### src/rtl/fft_bank_wr_ctrl.sv
`timescale 1ns/1ps
// Write-side controller for the two-bank FFT sample memory: sequences pair indices,
// steers the permuter lane swap and registers permuted pairs onto both bank write ports.
// Optional macro WR_OUTREG_EN adds a second output register stage on the bank write ports.
module fft_bank_wr_ctrl #(
    parameter int N_LOG2 = 10,
    parameter int DW     = 64,
    parameter int SW     = 4
) (
    input  logic              CLK,
    input  logic              RSTn,
    input  logic              START,
    input  logic [SW-1:0]     STAGE,
    input  logic              IN_VALID,
    output logic              IN_READY,
    output logic              SEL_PERMW,
    input  logic [DW-1:0]     Q0_PERM,
    input  logic [DW-1:0]     Q1_PERM,
    output logic              B0_WE,
    output logic              B1_WE,
    output logic [N_LOG2-2:0] B0_ADDR,
    output logic [N_LOG2-2:0] B1_ADDR,
    output logic [DW-1:0]     B0_WDATA,
    output logic [DW-1:0]     B1_WDATA,
    output logic              BUSY,
    output logic              DONE
);

    localparam int            AW     = N_LOG2 - 1;
    localparam logic [AW-1:0] K_LAST = '1;
    localparam logic [SW-1:0] S_MAX  = SW'(AW);

    typedef enum logic [1:0] {
        ST_IDLE  = 2'd0,
        ST_LOAD  = 2'd1,
        ST_FIN   = 2'd2,
        ST_DRAIN = 2'd3
    } state_t;

    state_t        state_q, state_d;
    logic [AW-1:0] k_q, k_d;
    logic [SW-1:0] s_q, s_d;

    logic [N_LOG2-1:0] idx_i, idx_j, bit_s;
    logic              bank_i;
    logic              accept;
    logic [AW-1:0]     addr0_d, addr1_d;

    // i = k with a zero spliced in at bit s; bits below s keep their place, bits above shift up.
    genvar gi;
    generate
        for (gi = 0; gi < N_LOG2; gi++) begin : g_ins
            logic k_lo, k_hi;
            if (gi < AW) begin : g_lo
                assign k_lo = k_q[gi];
            end else begin : g_lo0
                assign k_lo = 1'b0;
            end
            if (gi > 0) begin : g_hi
                assign k_hi = k_q[gi-1];
            end else begin : g_hi0
                assign k_hi = 1'b0;
            end
            assign bit_s[gi] = (SW'(gi) == s_q);
            assign idx_i[gi] = (SW'(gi) < s_q) ? k_lo : (bit_s[gi] ? 1'b0 : k_hi);
        end
    endgenerate

    assign idx_j  = idx_i | bit_s;
    assign bank_i = ^idx_i;
    assign accept = (state_q == ST_LOAD) && IN_VALID;

    // Whichever of i/j has even parity lands in bank 0.
    assign addr0_d = bank_i ? idx_j[N_LOG2-1:1] : idx_i[N_LOG2-1:1];
    assign addr1_d = bank_i ? idx_i[N_LOG2-1:1] : idx_j[N_LOG2-1:1];

    always_ff @(posedge CLK or negedge RSTn) begin
        if (!RSTn) begin
            state_q <= ST_IDLE;
            k_q     <= '0;
            s_q     <= '0;
        end else begin
            state_q <= state_d;
            k_q     <= k_d;
            s_q     <= s_d;
        end
    end

    always_comb begin
        state_d = state_q;
        k_d     = k_q;
        s_d     = s_q;
        case (state_q)
            ST_IDLE: begin
                if (START) begin
                    state_d = ST_LOAD;
                    k_d     = '0;
                    s_d     = (STAGE > S_MAX) ? S_MAX : STAGE;
                end
            end
            ST_LOAD: begin
                if (IN_VALID) begin
                    k_d = k_q + 1'b1;
                    if (k_q == K_LAST) begin
                        state_d = ST_FIN;
                    end
                end
            end
            ST_FIN: begin
`ifdef WR_OUTREG_EN
                state_d = ST_DRAIN;
`else
                state_d = ST_IDLE;
`endif
            end
            default: state_d = ST_IDLE;
        endcase
    end

    assign IN_READY  = (state_q == ST_LOAD);
    assign SEL_PERMW = (state_q == ST_LOAD) && bank_i;
    assign BUSY      = (state_q != ST_IDLE);
`ifdef WR_OUTREG_EN
    assign DONE      = (state_q == ST_DRAIN);
`else
    assign DONE      = (state_q == ST_FIN);
`endif

    logic          we_q;
    logic [AW-1:0] addr0_q, addr1_q;
    logic [DW-1:0] wdata0_q, wdata1_q;

    // Address and data only move on an accept so they hold between writes.
    always_ff @(posedge CLK or negedge RSTn) begin
        if (!RSTn) begin
            we_q     <= 1'b0;
            addr0_q  <= '0;
            addr1_q  <= '0;
            wdata0_q <= '0;
            wdata1_q <= '0;
        end else begin
            we_q <= accept;
            if (accept) begin
                addr0_q  <= addr0_d;
                addr1_q  <= addr1_d;
                wdata0_q <= Q0_PERM;
                wdata1_q <= Q1_PERM;
            end
        end
    end

`ifdef WR_OUTREG_EN
    logic          we2_q;
    logic [AW-1:0] addr02_q, addr12_q;
    logic [DW-1:0] wdata02_q, wdata12_q;

    always_ff @(posedge CLK or negedge RSTn) begin
        if (!RSTn) begin
            we2_q     <= 1'b0;
            addr02_q  <= '0;
            addr12_q  <= '0;
            wdata02_q <= '0;
            wdata12_q <= '0;
        end else begin
            we2_q     <= we_q;
            addr02_q  <= addr0_q;
            addr12_q  <= addr1_q;
            wdata02_q <= wdata0_q;
            wdata12_q <= wdata1_q;
        end
    end

    assign B0_WE    = we2_q;
    assign B1_WE    = we2_q;
    assign B0_ADDR  = addr02_q;
    assign B1_ADDR  = addr12_q;
    assign B0_WDATA = wdata02_q;
    assign B1_WDATA = wdata12_q;
`else
    assign B0_WE    = we_q;
    assign B1_WE    = we_q;
    assign B0_ADDR  = addr0_q;
    assign B1_ADDR  = addr1_q;
    assign B0_WDATA = wdata0_q;
    assign B1_WDATA = wdata1_q;
`endif

endmodule

### config.mk
export PLATFORM = sky130hd
export DESIGN_NAME = fft_bank_wr_ctrl
export DESIGN_NICKNAME = d
export VERILOG_FILES = /design/src/rtl/fft_bank_wr_ctrl.sv
export SDC_FILE = /design/constraint.sdc
export NUM_CORES = 1
export LEC_CHECK = 0
export CAP_MARGIN = 30
export CORE_MARGIN = 2
export CORE_UTILIZATION = 43
export DETAILED_ROUTE_END_ITERATION = 6
export PLACE_DENSITY = 0.89
export SLEW_MARGIN = 10
export SYNTH_ARGS = -nofsm -noshare
export SYNTH_HDL_FRONTEND = slang
export SYNTH_SLANG_ARGS = --single-unit
export TNS_END_PERCENT = 20
### constraint.sdc
create_clock -name CLK -period 2.73 [get_ports CLK]
set_input_delay 0.273 -clock CLK [delete_from_list [all_inputs] [get_ports CLK]]
set_output_delay 0.273 -clock CLK [all_outputs]
set_load 0.01 [all_outputs]
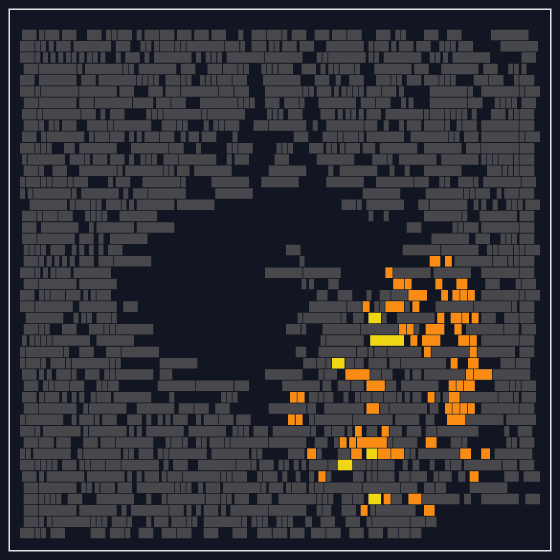
Figure 1: run 1, logic cells by family.
[yellow] AND-OR and OR-AND gates | cells: 6 | most used: a22o_1
[orange] inverting AOI/OAI gates | cells: 68 | most used: o21ai_0

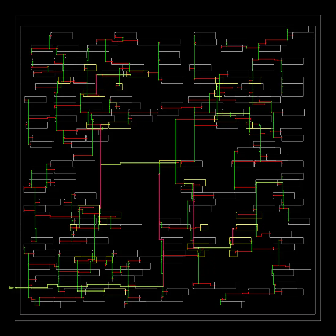
Figure 2: run 1, clock nets.
CTS Sinks: 162
clk ins delay skew pair: 0.42 ns

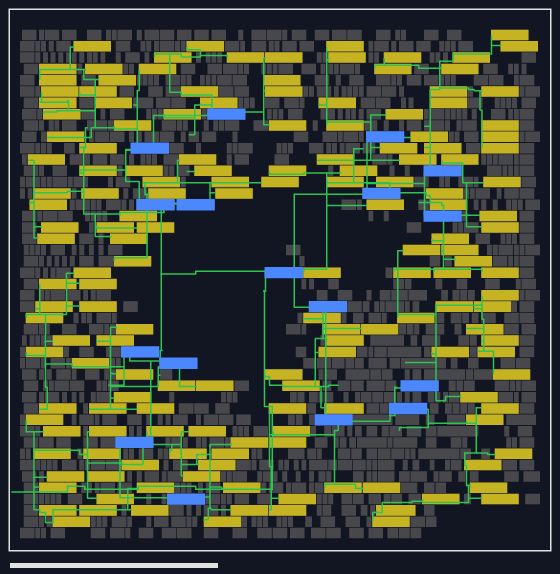
Figure 3: run 1, clock network drawn from the DEF.
The bar under the picture is 50 um long.
[blue] cells driving clock nets | count: 17
[green] clock wires | length: 1930 um
[yellow] flip-flops | count: 162
routed clock nets: 18
flops lie: spread over the die

-- run 1: state kept, by name (all words and copies together), names as in the netlist --
signal,count
B0_WDATA,64
state_q,2
s_q,4
B0_WE,1
B1_ADDR,9
B1_WDATA,64
k_q,9
B0_ADDR,9
-- run 1: through the flow --
stage / instance area (um^2) / utilization (%) / TNS (ns) / hold WS [ns]
2_1_floorplan: 6800 / - / 0 / -0.02259
3_3_place_gp: 9928 / 64.83 / 0 / 0.2467
3_5_place_dp: 9928 / 64.83 / -0.01583 / 0.2473
4_1_cts: 10600 / 69.18 / -0.07122 / 0.3530
5_1_grt: 10640 / 69.50 / -0.1357 / 0.3690
6_report: 10640 / 69.50 / -0.02003 / 0.3492
==> job_summary.md, run 1 <==
## PnR job results

| Metric | Value |
|---|---|
| DP HPWL | 13860 um |
| Die Height | 129.8 um |
| Pwr per Cell Area | 823.2 nW/um^2 |
| Final Hold Fails | 0 |
| Bufs w/o clock | 317 |
| Post-route ant nets | 0 |
| Flops | 162 |
| Aoi share | 7.452% |
| DRT met1 WL | 7554 um |
| Met2 usage | 39.39% |
| Max IR drop VDD | 0.0004590 V |
| Seq pwr share | 35.6% |
| Die width | 129.8 um |
| XORs/XNORs by Area | 2.741% |
| CP startpoint kind | register |
| Final setup violation count | 1 |
| Core area | 15310 um^2 |
| Registers, synthesis | 162 |
| Gate Count Post-Synth | 755 |
| NetSw | 2.926 mW |
| Fa+ha+maj area frac | 0.3680% |
| CTS root buf | clkbuf_16 |
| Pin count of the biggest net entering global routing | 89 |
| FP Util | 44.40% |
| Status | finished, violations left |
| Place WS | -0.01583 ns |
| Most common cell in the synthesized netlist | nand2_1 |
| H-tree Lvls | 4 |
| Mux frac, synth | 0.4784% |
| Share of layout cells above drive strength 1 | 8.365% |
| Crit-path max cell delay | 0.55 ns |
| FP Rows | 45 |
| Most frequent cells in the layout | nand2_1, clkdlybuf4s50_1, dfrtp_1 |
| WP buf/inv | 3 |
| Worst Hold Class | in2async |
| Seq area share | 38.11% |
| Kind of critical path | reg2out |
| GRT Resource Usage Total | 23.27% |
| GP Congestion | 0.8926 |
| Tap cells | 211 |
| Area leader, netlist | dfrtp_1 |
| Port Buffers | 287 |
| Cell internal pwr | 5.837 mW |
| Cells on worst reg2reg path | 10 |
| Most common reg cell | dfrtp_1 |
| Vias in the first global route | 6077 |
| Mapped Avg Cell Area | 9.007 um^2 |
| Crit. End Element | primary output |
| Failing checks | negative setup slack |
| Crit-path leading delay family | XOR/XNOR gates |
| Initial antenna violation count | 0 |
| EDFF count, synth | 0 |
| Rel. slew slack | 38.09% |
| Critical Path RT | 2.46 ns |
| Fin crit share | 100.7% |
| Largest class | flip-flops and latches |
| Fin nets | 1189 |
| R2r setup slk | 0.23 ns |
| Routing usage on met1 | 27.16% |
| Worst-Margin Slew | 0.9287 ns |
| Max layer used | met4 |
| Met3 WL | 1679 um |
| Logic area | 2579 um^2 |
| Worst Skew | 0.007878 ns |
| Most instantiated cells after synthesis | nand2_1, dfrtp_1, o21ai_0, clkbuf_1, nor2_1 |
| Total sequential power | 3.12 mW |
| Average wire per standard cell | 15.27 um |
| Tool warnings | 28 |
| IO Pins | 288 |
| Met3 usage | 7.831% |
| Most frequent logic cell in the layout | nand2_1 |
| Critical path cell sequence | buf_6, buf_6, and2b_1, nor2_1, a21oi_1, xnor3_4, xnor2_4, nor2_1, buf_2 |
| CTS max path bufs | 2 |
| Via density per instance | 4.853 |
| CTS resizes | 14 |
| RSZ-0062 raised after global routing | yes |
| Buffering overhead | 29.35% |
| Leakage power | 5.056 nW |
| Setup ws final | -0.02003 ns |
| GR Overflow Total | 0 |
| Crit path from | s_q[3] |
| Post-CTS setup buffer count | 5 |
| Mapped cell area | 6800 um^2 |
| Clk tree area frac | 5.525% |
| P&R area growth vs syn | 56.52% |
| Starting DRT DRC Count | 332 |
| Max_cap viols | 0 |
| Fmax | 363.6 MHz |
| Synth Seq Share | 59.61% |
| Detailed Routing Iterations Pass 1 | 5 |
| Top cell type's share of synthesized area | 59.61% |
| Clk_buf instances | 20 |
| Comb pwr | 3.29 mW |
| Flop area | 4056 um^2 |
| DRC | 0 |
| Yosys Instances | 755 |
==> inputs of run 2 (changes only) <==
--- a/config.mk
+++ b/config.mk
@@ -5,11 +5,13 @@
 export SDC_FILE = /design/constraint.sdc
 export NUM_CORES = 1
 export LEC_CHECK = 0
+export ABC_AREA = 0
 export CAP_MARGIN = 30
-export CORE_MARGIN = 2
+export CORE_MARGIN = 8
 export CORE_UTILIZATION = 43
 export DETAILED_ROUTE_END_ITERATION = 6
 export PLACE_DENSITY = 0.89
+export SKIP_CTS_REPAIR_TIMING = 1
 export SLEW_MARGIN = 10
 export SYNTH_ARGS = -nofsm -noshare
 export SYNTH_HDL_FRONTEND = slang
==> run 2 against run 1 <==
  * The run still ends with negative setup slack left
  * Combinational power about the same
  * Core utilization decreased by 1.1 points
  * Cell count increased by 0.24%
  * Clock skew increased by 0.0062 ns
  * Via count decreased by 0.73%
  * Sequential power about the same
  * Routed wire length increased by 8.4%
  * Power increased by 3.2%
  * Maximum frequency decreased by 1.1%
  * Hold slack got worse by 0.054 ns
  * Critical path type unchanged
  * Critical endpoint unchanged
  * Largest cell class unchanged
  * Highest routed layer unchanged
==> job_summary.md, run 2 <==
## PnR job results

| Metric | Value |
|---|---|
| First-pass GRT wire length | 32830 um |
| Chip Area, Yosys | 6800 um^2 |
| Mapped cell area | 6800 um^2 |
| Tmin final | 2.780 ns |
| FP Rows | 46 |
| Largest class | flip-flops and latches |
| Share of layout cells above drive strength 1 | 7.910% |
| Buffering overhead | 29.23% |
| Top cell type's share of synthesized area | 59.61% |
| Post-route ant nets | 0 |
| Yosys warns | 0 |
| Leakage power | 5.093 nW |
| Final core utilization | 68.38% |
| Gate Count Post-Synth | 755 |
| Sw frac | 32.11% |
| Worst Hold Class | in2async |
| Tool warnings | 27 |
| Bufs w/o clock | 317 |
| Most frequent logic cell in the layout | nand2_1 |
| Mapped Avg Cell Area | 9.007 um^2 |
| P&R area growth vs syn | 57.42% |
| Most common reg cell | dfrtp_1 |
| Vias in the first global route | 6295 |
| XORs/XNORs by Area | 2.741% |
| Yosys Instances | 755 |
| Worst-Margin Slew | 0.7604 ns |
| RSZ-0062 raised after global routing | yes |
| Clock power frac | 28.9% |
| Combinational share of cell area | 24.03% |
| DRC | 0 |
| IO Pins | 288 |
| Starting DRT DRC Count | 307 |
| GP Congestion | 0.8200 |
| Rel. slew slack | 49.31% |
| CTS max path bufs | 2 |
| Max layer used | met4 |
| Fmax | 359.7 MHz |
| Seq pwr share | 34.4% |
| Finished Cell Area | 10710 um^2 |
| Mux frac, synth | 0.4784% |
| Clk_buf instances | 18 |
| Port Buffers | 287 |
| FP Util | 43.44% |
| Max IR drop VDD | 0.0009081 V |
| CTS root buf | clkbuf_16 |
| Met2 usage | 34.55% |
| WP depth | 7 |
| R2r setup slk | 0.25 ns |
| Slew Limit Fails | 0 |
| Critical path cell sequence | or2_1, a22oi_2, xnor2_1, xnor3_4, xnor2_4, nor2_1, buf_2 |
| Worst hold slack | 0.2947 ns |
| GRT Resource Usage Total | 20.73% |
| GR Overflow Total | 0 |
| CP max stage cell | xnor3_4 |
| DRT met1 WL | 7790 um |
| Met3 WL | 2075 um |
| Non-clock inverter count in the final layout | 8 |
| Kind of critical path | reg2out |
| Final Hold Fails | 0 |
| Flops | 162 |
| Largest cells by area | dfrtp_1, nand2_1, o21ai_0 |
| Reg2reg start | s_q[2] |
| Crit. End Element | primary output |
| Final setup violation count | 1 |
| Synth Seq Share | 59.61% |
| Setup TNS Final | -0.05009 ns |
| Comb area leader | simple AND/OR/NAND/NOR gates |
| CP Data Arrival Time | 2.51 ns |
| Crit-path max cell delay | 0.57 ns |
| Worst Setup EP | SEL_PERMW |
| Die width | 141.8 um |
| Met3 usage | 8.938% |
| Logic area | 2572 um^2 |
| Via density per instance | 4.806 |
| Crit-path leading delay family | XOR/XNOR gates |
| EDFF count, synth | 0 |
| Most frequent cells in the layout | nand2_1, clkdlybuf4s50_1, dfrtp_1 |
| CTS Sinks | 162 |
| Cells on worst reg2reg path | 7 |
| Fa+ha+maj area frac | 0.3680% |
| Clk. pwr | 2.62 mW |
| Clk ins delay skew pair | 0.43 ns |
| NetSw | 2.903 mW |
| Aoi share | 7.452% |
| Core area | 15660 um^2 |
| Most instantiated cells after synthesis | nand2_1, dfrtp_1, o21ai_0, clkbuf_1, nor2_1 |
| Status | finished, violations left |
| Routing usage on met1 | 22.87% |
| Placement Cell Area | 9957 um^2 |
| Critical Path RT | 2.46 ns |
| Area leader, netlist | dfrtp_1 |
| Setup ws final | -0.05009 ns |
| Cell internal pwr | 6.137 mW |
| Crit path from | s_q[2] |
| Design Power | 9.040 mW |
| Failing checks | negative setup slack |
| Most common cell in the synthesized netlist | nand2_1 |
| Fin crit share | 101.8% |
| Detailed Routing Iterations Pass 1 | 5 |
| Comb pwr | 3.31 mW |
| Total sequential power | 3.11 mW |
| Finished Layout Cells | 1278 |
| Worst Skew | 0.01405 ns |
| Fin nets | 1189 |
| Registers, synthesis | 162 |
| Pin count of the biggest net entering global routing | 90 |
| CP startpoint kind | register |
| Max_cap viols | 0 |
| H-tree Lvls | 4 |
| Tap cells | 216 |
| Die Height | 141.8 um |
| Initial antenna violation count | 0 |
| Pwr per Cell Area | 844.4 nW/um^2 |
| DP HPWL | 15390 um |
| Seq area share | 37.88% |
| Flop area | 4055 um^2 |
| Clk tree area frac | 6.031% |
| Place WS | 0.05618 ns |
| Comb gates | 545 |
| Number of distinct library cells after synthesis | 52 |
| ANT cells | 0 |
| WP buf/inv | 1 |
-- run 2: cell count changes in the layout (fill, tap and decap cells not counted), moves of 2 or more --
cell / delta
buf_6: -2
inv_6: -4
clkinv_4: +2
bufinv_16: +4
clkinvlp_4: -3
clkbuf_8: -2
-- run 2: worst min-delay path by stage --
stage	start	endpoint	cells past startpoint	slack (ns)
after floorplan	RSTn	B0_ADDR[0]	0	-0.02
after global placement	RSTn	B0_ADDR[0]	1	0.16
after detailed placement	RSTn	B0_ADDR[0]	1	0.16
after CTS	RSTn	B0_ADDR[0]	1	-0.29
after global routing	RSTn	B0_ADDR[0]	2	0.32
final	RSTn	B0_ADDR[0]	2	0.29
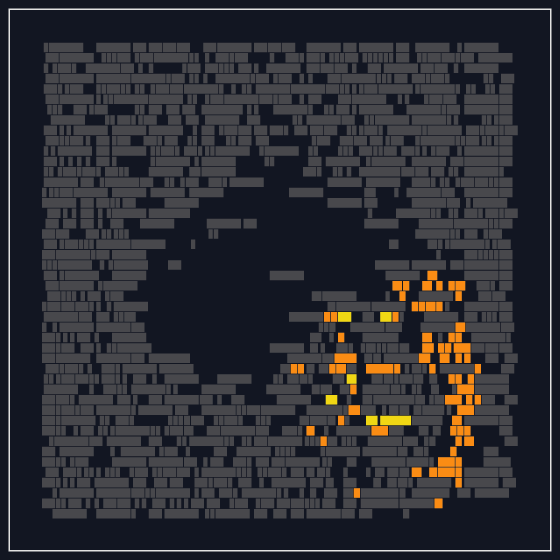
Figure 4: run 2, logic cells by family.
[orange] inverting AOI/OAI gates | cells: 68 | most used: o21ai_0
[yellow] AND-OR and OR-AND gates | cells: 6 | most used: a22o_1

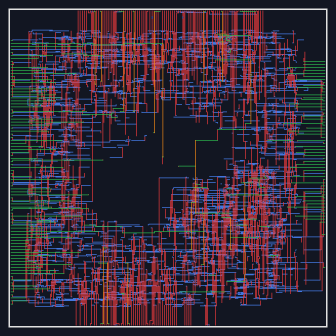
Figure 5: run 2, wiring by layer.
[red] met2 | wire length: 10700 um
[blue] met1 | wire length: 7790 um
[green] met3 | wire length: 2080 um
[orange] met4 | wire length: 574 um
average wire per standard cell: 16.51 um
via count: 6142
final wirelength: 21110 um

No activity file was given, so power comes from the tool's default toggle rates.
